`src/rtl/ps2_mouse_tx.sv`:
```
// rtl/ps2_mouse_tx.sv - PS/2 mouse 3-byte packet transmitter (device side)
// Optional PS2_MOUSE_TX_SAT_EN: saturate out-of-range dx/dy instead of truncating.
module ps2_mouse_tx #(
  parameter int CLK_DIV    = 16,
  parameter int GAP_CYCLES = 32
) (
  input  logic       i_clk,
  input  logic       i_reset,
  input  logic       i_pkt_valid,
  output logic       o_pkt_ready,
  input  logic [2:0] i_buttons,
  input  logic [9:0] i_dx,
  input  logic [9:0] i_dy,
  output logic       o_ps2_clk,
  output logic       o_ps2_data,
  output logic       o_busy,
  output logic       o_byte_done,
  output logic       o_pkt_done
);

  localparam int PW = $clog2(2 * CLK_DIV);
  localparam int GW = $clog2(GAP_CYCLES + 1);
  localparam logic [PW-1:0] PH_LAST  = PW'(2 * CLK_DIV - 1);
  localparam logic [PW-1:0] PH_HALF  = PW'(CLK_DIV);
  localparam logic [GW-1:0] GAP_LAST = GW'(GAP_CYCLES - 1);

  typedef enum logic [1:0] {S_IDLE, S_BIT, S_GAP} state_t;

  state_t        r_state, w_state_nxt;
  logic [PW-1:0] r_phase, w_phase_nxt, w_phase_inc;
  logic [3:0]    r_bit, w_bit_nxt;
  logic [1:0]    r_byte, w_byte_nxt;
  logic [GW-1:0] r_gap, w_gap_nxt;
  logic [23:0]   r_pkt;
  logic          r_ps2_clk, w_ps2_clk_nxt;
  logic          r_ps2_data, w_ps2_data_nxt;
  logic          r_byte_done, w_byte_done_nxt;
  logic          r_pkt_done, w_pkt_done_nxt;
  logic          w_load;

  logic       w_x_ovf, w_y_ovf;
  logic [8:0] w_dx9, w_dy9;
  logic [7:0] w_byte1, w_cur_byte;

  // A 10-bit value fits in 9 signed bits exactly when its top two bits agree.
  assign w_x_ovf = i_dx[9] ^ i_dx[8];
  assign w_y_ovf = i_dy[9] ^ i_dy[8];

`ifdef PS2_MOUSE_TX_SAT_EN
  assign w_dx9 = w_x_ovf ? (i_dx[9] ? 9'h100 : 9'h0FF) : i_dx[8:0];
  assign w_dy9 = w_y_ovf ? (i_dy[9] ? 9'h100 : 9'h0FF) : i_dy[8:0];
`else
  assign w_dx9 = i_dx[8:0];
  assign w_dy9 = i_dy[8:0];
`endif

  assign w_byte1 = {w_y_ovf, w_x_ovf, w_dy9[8], w_dx9[8], 1'b1, i_buttons};

  always_comb begin
    case (r_byte)
      2'd0:    w_cur_byte = r_pkt[7:0];
      2'd1:    w_cur_byte = r_pkt[15:8];
      default: w_cur_byte = r_pkt[23:16];
    endcase
  end

  function automatic logic frame_bit(input logic [7:0] b, input logic [3:0] idx);
    logic [2:0] k;
    k = 3'(idx - 4'd1);
    case (idx)
      4'd0:                                         frame_bit = 1'b0;
      4'd1, 4'd2, 4'd3, 4'd4, 4'd5, 4'd6, 4'd7, 4'd8: frame_bit = b[k];
      4'd9:                                         frame_bit = ~^b;
      default:                                      frame_bit = 1'b1;
    endcase
  endfunction

  assign w_phase_inc = r_phase + 1'b1;

  always_comb begin
    w_state_nxt     = r_state;
    w_phase_nxt     = r_phase;
    w_bit_nxt       = r_bit;
    w_byte_nxt      = r_byte;
    w_gap_nxt       = r_gap;
    w_ps2_clk_nxt   = 1'b1;
    w_ps2_data_nxt  = r_ps2_data;
    w_byte_done_nxt = 1'b0;
    w_pkt_done_nxt  = 1'b0;
    w_load          = 1'b0;
    case (r_state)
      S_IDLE: begin
        w_ps2_data_nxt = 1'b1;
        if (i_pkt_valid) begin
          w_load         = 1'b1;
          w_state_nxt    = S_BIT;
          w_phase_nxt    = '0;
          w_bit_nxt      = 4'd0;
          w_byte_nxt     = 2'd0;
          w_ps2_data_nxt = 1'b0;
        end
      end
      S_BIT: begin
        if (r_phase == PH_LAST) begin
          w_phase_nxt = '0;
          if (r_bit == 4'd10) begin
            w_ps2_data_nxt  = 1'b1;
            w_byte_done_nxt = 1'b1;
            if (r_byte == 2'd2) begin
              w_state_nxt    = S_IDLE;
              w_pkt_done_nxt = 1'b1;
            end else begin
              w_state_nxt = S_GAP;
              w_gap_nxt   = '0;
            end
          end else begin
            // Data only moves on the first high cycle of each bit.
            w_bit_nxt      = r_bit + 4'd1;
            w_ps2_data_nxt = frame_bit(w_cur_byte, r_bit + 4'd1);
          end
        end else begin
          w_phase_nxt   = w_phase_inc;
          w_ps2_clk_nxt = (w_phase_inc < PH_HALF);
        end
      end
      S_GAP: begin
        if (r_gap == GAP_LAST) begin
          w_state_nxt    = S_BIT;
          w_phase_nxt    = '0;
          w_bit_nxt      = 4'd0;
          w_byte_nxt     = r_byte + 2'd1;
          w_ps2_data_nxt = 1'b0;
        end else begin
          w_gap_nxt = r_gap + 1'b1;
        end
      end
      default: w_state_nxt = S_IDLE;
    endcase
  end

  always_ff @(posedge i_clk or posedge i_reset) begin
    if (i_reset) begin
      r_state     <= S_IDLE;
      r_phase     <= '0;
      r_bit       <= 4'd0;
      r_byte      <= 2'd0;
      r_gap       <= '0;
      r_pkt       <= 24'd0;
      r_ps2_clk   <= 1'b1;
      r_ps2_data  <= 1'b1;
      r_byte_done <= 1'b0;
      r_pkt_done  <= 1'b0;
    end else begin
      r_state     <= w_state_nxt;
      r_phase     <= w_phase_nxt;
      r_bit       <= w_bit_nxt;
      r_byte      <= w_byte_nxt;
      r_gap       <= w_gap_nxt;
      r_ps2_clk   <= w_ps2_clk_nxt;
      r_ps2_data  <= w_ps2_data_nxt;
      r_byte_done <= w_byte_done_nxt;
      r_pkt_done  <= w_pkt_done_nxt;
      if (w_load) r_pkt <= {w_dy9[7:0], w_dx9[7:0], w_byte1};
    end
  end

  assign o_pkt_ready = (r_state == S_IDLE);
  assign o_busy      = (r_state != S_IDLE);
  assign o_ps2_clk   = r_ps2_clk;
  assign o_ps2_data  = r_ps2_data;
  assign o_byte_done = r_byte_done;
  assign o_pkt_done  = r_pkt_done;

endmodule
```
`config.mk`:
```
export PLATFORM = sky130hd
export DESIGN_NAME = ps2_mouse_tx
export DESIGN_NICKNAME = d
export VERILOG_FILES = /design/src/rtl/ps2_mouse_tx.sv
export SDC_FILE = /design/constraint.sdc
export NUM_CORES = 1
export LEC_CHECK = 0
export ABC_AREA = 0
export CAP_MARGIN = 20
export CORE_AREA = 2 2 72 74
export DETAILED_ROUTE_END_ITERATION = 6
export DIE_AREA = 0 0 74 76
export PLACE_DENSITY = 0.79
export RECOVER_POWER = 50
export SLEW_MARGIN = 20
export SYNTH_ARGS = -nofsm -noshare
export SYNTH_HDL_FRONTEND = slang
export SYNTH_SLANG_ARGS = --single-unit
```
`constraint.sdc`:
```
create_clock -name i_clk -period 2.5 [get_ports i_clk]
set_input_delay 0.5 -clock i_clk [delete_from_list [all_inputs] [get_ports i_clk]]
set_output_delay 0.5 -clock i_clk [all_outputs]
set_load 0.1 [all_outputs]
```
Figure 1. Signal wires on met1 (run 1).
Scale: 6 px per um. Supply wires on this layer in grey. Cells faint in the background.
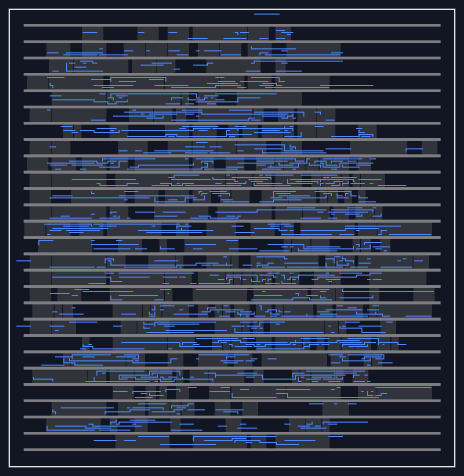
wire length on this layer: 2,360 um
main direction: horizontal
share of all routed wire: 47%
total wire length: 5010 um
met1 usage: 28.7%
via count: 1,909

Figure 2. Metal 2 (run 1).
Scale: 6 px per um.
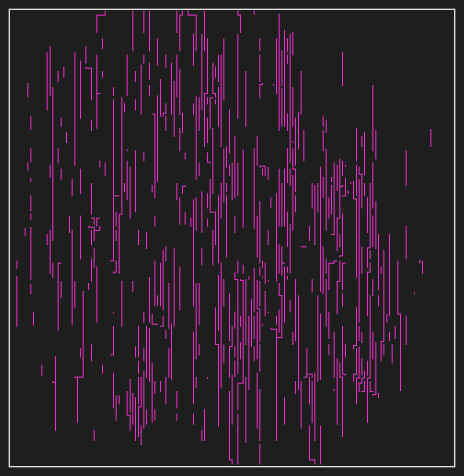
main direction: vertical
wire length on this layer: 2,350 um
nets with wire on the layer: 268
longest straight run: 26.9 um
grt met2 use: 29.1%

Figure 3. Met3 routing (run 1).
Scale: 8 px per um. Cells faint in the background.
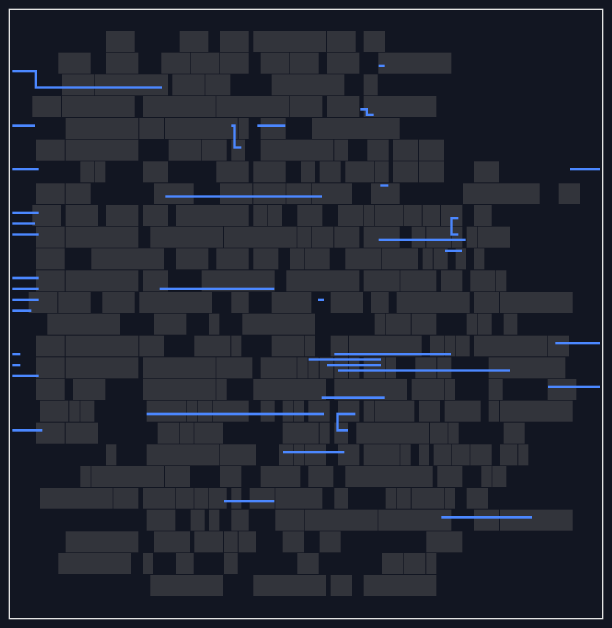
nets with wire on the layer: 32
main direction: horizontal
share of all routed wire: 4.7%
longest straight run: 21.8 um
wire length on this layer: 237 um
M3 GR Usage: 4.37%

Figure 4. Congestion heat map (run 1).
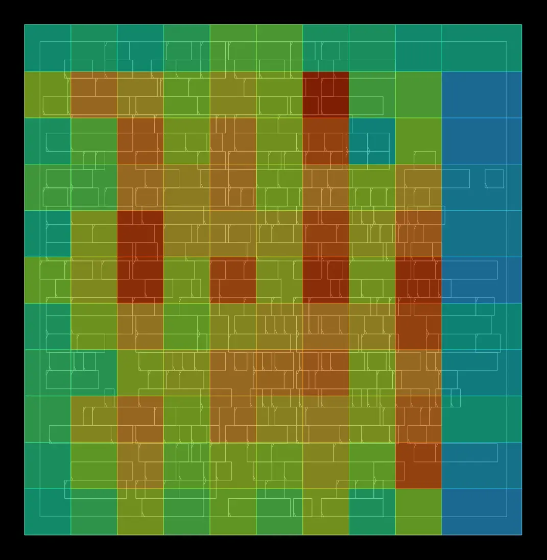
Total GRT Usage: 19.5%
grt peak-use layer: met2
DR WL/cell: 14.5 um
Final Util: 63.6%

==> CHANGELOG.md, run 1 <==
### Implementation results

- Cell Rows: 26
- OpenROAD warnings: 35
- Outcome: complete, no violations
- Clock network power: 0.000664 W
- Yosys stat chip area: 2600 um2
- Metal2 WL: 2350 um
- WHS Endpoint: r_pkt[3]
- CP Max Fanout: 26
- Synth Area in Simple Gates: 12.3%
- Yosys aoi share: 16.1%
- Crit share post-route: 92.2%
- Post-DRT Antenna Nets: 0
- Core area: 4910 um2
- WL met3: 237 um
- Hold slack: 0.480 ns
- Final #Nets: 316
- Clock buffer count from CTS: 5
- Syn. warnings: 0
- Critical path's slowest cell: clkbuf_1
- Actual slew at the worst max-slew pin: 1.26 ns
- Inverter count: 11
- Reg2Reg Setup Slack: 0.21 ns
- Pleak: 1.41 nW
- Maximum number of pins on one net before global-route repair: 28
- Die Area: 5620 um2
- Main logic family: AND-OR/OR-AND gates
- Clock-pin slew on the worst setup and hold paths: 0.09 ns
- Adder share: 7.20%
- Sequential share of power: 51.2%
- Combinational Gates: 174
- Clock buffer cells: 5
- Async SR Flop Fraction: 100%
- First-pass GRT wire length: 8630 um
- Dpl ws: 0.165 ns
- Top reg by flops: r_pkt
- Setup ws final: 0.195 ns
- P&R area growth vs syn: 20.0%
- Slowest cell delay on critical path: 0.93 ns
- Hold depth: 1
- Sequential cell area: 1180 um2
- M1 WL: 2360 um
- CTS sink cnt: 47
- Late-Pin Clk Latency: 0.31 ns
- Post-cts hold-fix buffer tally: 0
- CTS tree: done
- Multiplexer share: 11.2%
- # diodes: 0
- Critical-path cell list: clkdlybuf4s50_1 -> nand2_1 -> clkbuf_1 -> mux2_2
- Xor/xnor share: 4.37%
- MaxCap Viol Count: 0
- Final tally of max-slew violations: 0
- Seq_cells: 47
- Top cells excl fill/tap: dfrtp_1, mux2_2, clkdlybuf4s50_1
- Root Buffer: clkbuf_8
- Fin area: 3130 um2
- Power share of the clock group: 44.8%
- Clock network contribution to total cell area: 4.36%
- Top power group: registers
- Kind of critical path: in2reg
- Drt drc: 0
- Synth top cell by count: dfrtp_1
- Synth area leader: dfrtp_1
- Yosys cell types: 49
- Tap cells: 70
- Sw Ratio: 19.4%
- Dpl cell area: 3000 um2
- Max FFs per register: 24
- CP startpoint: i_pkt_valid
- Clk_skew: 0.0157 ns
- DRT Pass-1 Iters: 4
- Top cell area share: 43.2%
- Largest regs: r_pkt: 24 flops, r_gap: 6 flops, r_phase: 5 flops
- Initial antenna violation count: 0
- Pwr/cell area: 474 nW/um2
- Count of library flops with an enable pin: 0
- Die height: 76 um
- Flops out of synthesis: 47
- Vias in the first global route: 1,840
- Placed insts: 338
==> run 2: changes to the inputs <==
Settings changed: CORE_AREA 2 2 72 74 to 2 2 80 82, DIE_AREA 0 0 74 76 to 0 0 82 84, PLACE_DENSITY 0.79 to 0.66.
Figure 5. Metal 2 (run 2).
Scale: 6 px per um.
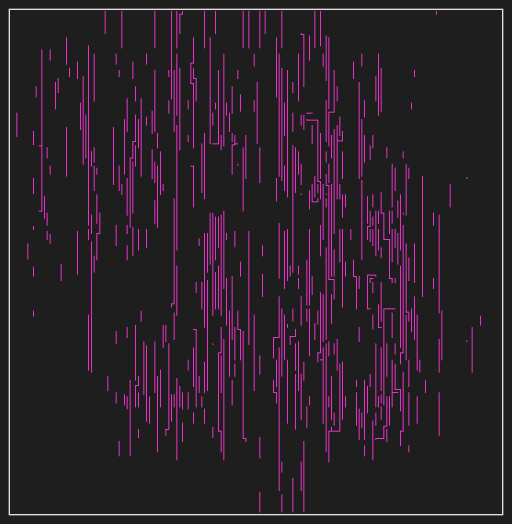
share of all routed wire: 48%
nets with wire on the layer: 273
wire length on this layer: 2,460 um
grt met2 use: 24.2%
total wire length: 5160 um
via count: 1,888

Figure 6. Clock wires, drivers and flops (run 2).
Scale: 3 px per um.
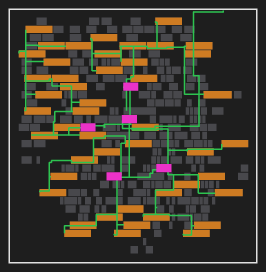
[orange] flip-flops | count: 47
[green] clock wires | length: 614 um
[magenta] clock-net drivers | count: 5
flops lie: spread over the die
power share of the clock group: 44.8%
clk_skew: 0.00842 ns
Late-Pin Clk Latency: 0.30 ns

==> run 2 against run 1 <==
Synthesized area did not move. Critical path type unchanged. Clock skew fell by 0.0073 ns. Global-route usage fell by 3.6 points. Via count fell by 1.1%. Sequential share of layout area fell by 0.075 points. Count of clock-buffer cells in the layout did not move. Hold slack improved by 0.0080 ns. Non-clock buffer count rose by 1. Largest power group unchanged.
==> CHANGELOG.md, run 2 <==
### Implementation results

- Core area: 6100 um2 (+24%)
- Die height: 84 um (+11%)
- Flops out of synthesis: 47 (unchanged)
- H-tree depth: 2
- Cell Rows: 29 (+12%)
- Worst reg2reg path depth: 5
- P&R area growth vs syn: 20.2%
- Yosys cell types: 49 (unchanged)
- Pwr/cell area: 474 nW/um2 (about the same)
- Combinational Gates: 174 (unchanged)
- Post-cts hold-fix buffer tally: 0 (unchanged)
- MaxCap Viol Count: 0 (unchanged)
- Fin area: 3130 um2 (+0.20%)
- Die Span X: 82 um
- WL met3: 118 um (-50%)
- Die Area: 6890 um2 (+22%)
- CTS sink cnt: 47 (unchanged)
- Clock network power: 0.000665 W (about the same)
- Top cell area share: 43.2% (unchanged)
- Top power group: registers
- Yosys aoi share: 16.1% (unchanged)
- Seq_cells: 47 (unchanged)
- First-pass GRT wire length: 8560 um (-0.80%)
- Sequential share of power: 51.2% (about the same)
- OpenROAD warnings: 35 (unchanged)
- Final #Nets: 317 (+0.32%)
- WHS Endpoint: r_pkt[3]
- Critical-path cell list: clkdlybuf4s50_1 -> nand2_1 -> clkbuf_1 -> mux2_2
- Hold depth: 1 (unchanged)
- DR vias/cell: 5.33
- CP startpoint: i_pkt_valid
- Largest regs: r_pkt: 24 flops, r_gap: 6 flops, r_phase: 5 flops
- Top reg by flops: r_pkt
- Clock buffer count from CTS: 5 (unchanged)
- Inverter count: 11 (unchanged)
- Kind of critical path: in2reg
- Post-DRT Antenna Nets: 0 (unchanged)
- M3 GR Usage: 3.25% (-1.1 points)
- Clock-pin slew on the worst setup and hold paths: 0.09 ns (about the same)
- Slowest cell delay on critical path: 0.97 ns (+0.04 ns)
- Xor/xnor share: 4.37% (unchanged)
- Root Buffer: clkbuf_8
- Sequential cell area: 1180 um2 (unchanged)
- Synth top cell by count: dfrtp_1
- Dpl cell area: 3010 um2 (+0.12%)
- Adder share: 7.20% (unchanged)
- CTS tree: done
- Actual slew at the worst max-slew pin: 1.34 ns (+0.0735 ns)
- Outcome: complete, no violations
- Async SR Flop Fraction: 100% (unchanged)
- Met1 usage: 23.2% (-5.6 points)
- Placed insts: 346 (+2.4%)
- Yosys stat chip area: 2600 um2 (unchanged)
- Pleak: 1.41 nW (-0.25%)
- Drt drc: 0 (unchanged)
- Metal2 WL: 2460 um (+4.4%)
- Vias in the first global route: 1,786 (-2.9%)
- # diodes: 0 (unchanged)
- CP Max Fanout: 26 (unchanged)
- Main logic family: AND-OR/OR-AND gates
- M1 WL: 2530 um (+7.1%)
- Total GRT Usage: 15.9% (-3.6 points)
- DRT Pass-1 Iters: 4 (unchanged)
- Count of library flops with an enable pin: 0 (unchanged)
- Top cells excl fill/tap: dfrtp_1, mux2_2, clkdlybuf4s50_1
- Final tally of max-slew violations: 0 (unchanged)
- Syn. warnings: 0 (unchanged)
- Setup ws final: 0.160 ns (-0.0349 ns)
- Tmin final: 2.34 ns
- Multiplexer share: 11.2% (unchanged)
- Power Total: 0.00148 W
- Maximum number of pins on one net before global-route repair: 27 (-3.6%)
- Initial antenna violation count: 0 (unchanged)
- Critical path's slowest cell: clkbuf_1
- Grt peak-use layer: met2
- Clock buffer cells: 5 (unchanged)
- Tap cells: 77 (+10%)
- Max FFs per register: 24 (unchanged)
- Top layer in use: met4
- Clock network contribution to total cell area: 4.35% (-0.0087 points)
- Sw Ratio: 19.5% (+0.049 points)
- Hold slack: 0.488 ns (+0.00804 ns)
- Synth Area in Simple Gates: 12.3% (unchanged)
- Crit share post-route: 93.6% (+1.4 points)
- Reg2Reg Setup Slack: 0.19 ns (-0.02 ns)
- Synth area leader: dfrtp_1
Figure 7. Congestion heat map (run 2).
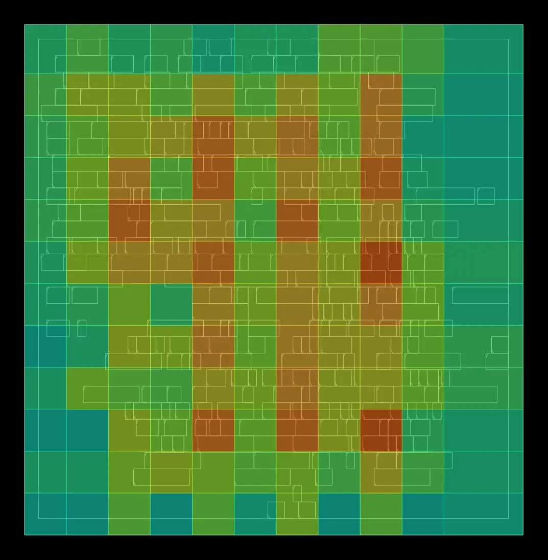
DR WL/cell: 14.6 um
Final Util: 51.4%

==> run 3: changes to the inputs <==
Settings changed: CORE_AREA 2 2 80 82 to 2 2 97 99, DIE_AREA 0 0 82 84 to 0 0 99 101, PLACE_DENSITY 0.66 to 0.48.
Figure 8. Signal wires on met1 (run 3).
Scale: 4 px per um. Supply wires on this layer in grey. Cells faint in the background.
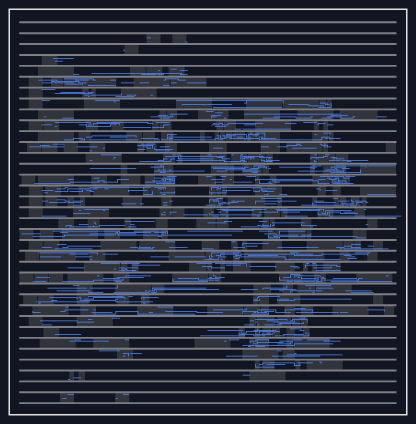
main direction: horizontal
nets with wire on the layer: 266
wire length on this layer: 2,640 um
longest straight run: 28.5 um
share of all routed wire: 50%
via count: 1,860
met1 usage: 14.9%
total wire length: 5310 um

Figure 9. Clock wires, drivers and flops (run 3).
Scale: 3 px per um.
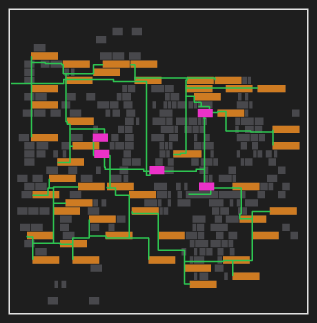
[orange] flip-flops | count: 47
[green] clock wires | length: 678 um
[magenta] clock-net drivers | count: 5
flops lie: spread over the die
routed clock nets: 6
clock network power: 0.000587 W
clk_skew: 0.00866 ns
power share of the clock group: 41.8%

==> run 3 against run 2 <==
Final cell count grew 9.6%. Routed wire length up 2.8%. Via count down 1.5%. Power decreased by 5.3%. Global-route usage decreased by 4.6 points. Sequential share of layout area fell by 0.39 points. Largest power group unchanged. Critical endpoint is now o_ps2_data. Critical path type is now reg2reg. Combinational power shrank 0.7%. Largest cell class unchanged.
==> CHANGELOG.md, run 3 <==
### Implementation results

- Sequential share of power: 54.0% (+2.8 points)
- Late-Pin Clk Latency: 0.30 ns (about the same)
- Sequential cell area: 1180 um2 (unchanged)
- Metal2 WL: 2400 um (-2.4%)
- Actual slew at the worst max-slew pin: 1.20 ns (-0.141 ns)
- Dpl cell area: 3050 um2 (+1.6%)
- Placed insts: 379 (+9.5%)
- Final #Nets: 317 (unchanged)
- Hold depth: 1 (unchanged)
- Reg2Reg Setup Slack: 0.24 ns (+0.05 ns)
- Tap cells: 111 (+44%)
- Clock buffer cells: 6 (+1)
- Xor/xnor share: 4.37% (unchanged)
- Power Total: 0.00141 W (-5.3%)
- Top cells excl fill/tap: dfrtp_1, mux2_2, clkdlybuf4s50_1
- Max FFs per register: 24 (unchanged)
- Fin area: 3160 um2 (+1.0%)
- CP Max Fanout: 11 (-58%)
- Critical-path cell list: inv_1 -> ha_1 -> nor2_4 -> buf_4 -> a211oi_1 -> a2111oi_0 -> nor4_1 -> o211ai_1 -> o2bb2ai_1
- # diodes: 0 (unchanged)
- Count of library flops with an enable pin: 0 (unchanged)
- First-pass GRT wire length: 9110 um (+6.5%)
- Top layer in use: met4
- Setup ws final: 0.241 ns (+0.0815 ns)
- Seq_cells: 47 (unchanged)
- Top reg by flops: r_pkt
- Vias in the first global route: 1,916 (+7.3%)
- Kind of critical path: reg2reg
- Hold slack: 0.475 ns (-0.0129 ns)
- H-tree depth: 2 (unchanged)
- Flops out of synthesis: 47 (unchanged)
- Pwr/cell area: 444 nW/um2 (-6.2%)
- Post-cts hold-fix buffer tally: 0 (unchanged)
- Synth top cell by count: dfrtp_1
- Tmin final: 2.26 ns (-0.0815 ns)
- Yosys cell types: 49 (unchanged)
- Die Area: 10000 um2 (+45%)
- Syn. warnings: 0 (unchanged)
- M1 WL: 2640 um (+4.4%)
- Critical path's slowest cell: ha_1
- WHS Endpoint: r_pkt[3]
- Worst reg2reg path depth: 9 (+4)
- Outcome: complete, no violations
- Grt peak-use layer: met2
- Yosys stat chip area: 2600 um2 (unchanged)
- Cell Rows: 35 (+21%)
- Slowest cell delay on critical path: 0.44 ns (-0.53 ns)
- P&R area growth vs syn: 21.5%
- Post-DRT Antenna Nets: 0 (unchanged)
- Root Buffer: clkbuf_8
- Die Span X: 99 um (+21%)
- Pleak: 1.41 nW (+0.28%)
Figure 10. Congestion heat map (run 3).
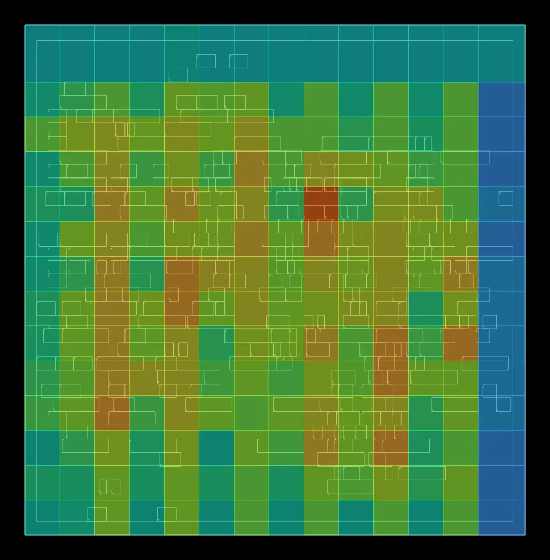
grt met2 use: 18.8%
M3 GR Usage: 2.36%
Final Util: 35.2%
Total GRT Usage: 11.3%
DR WL/cell: 13.7 um

Power is estimated from default activity; no workload was simulated.
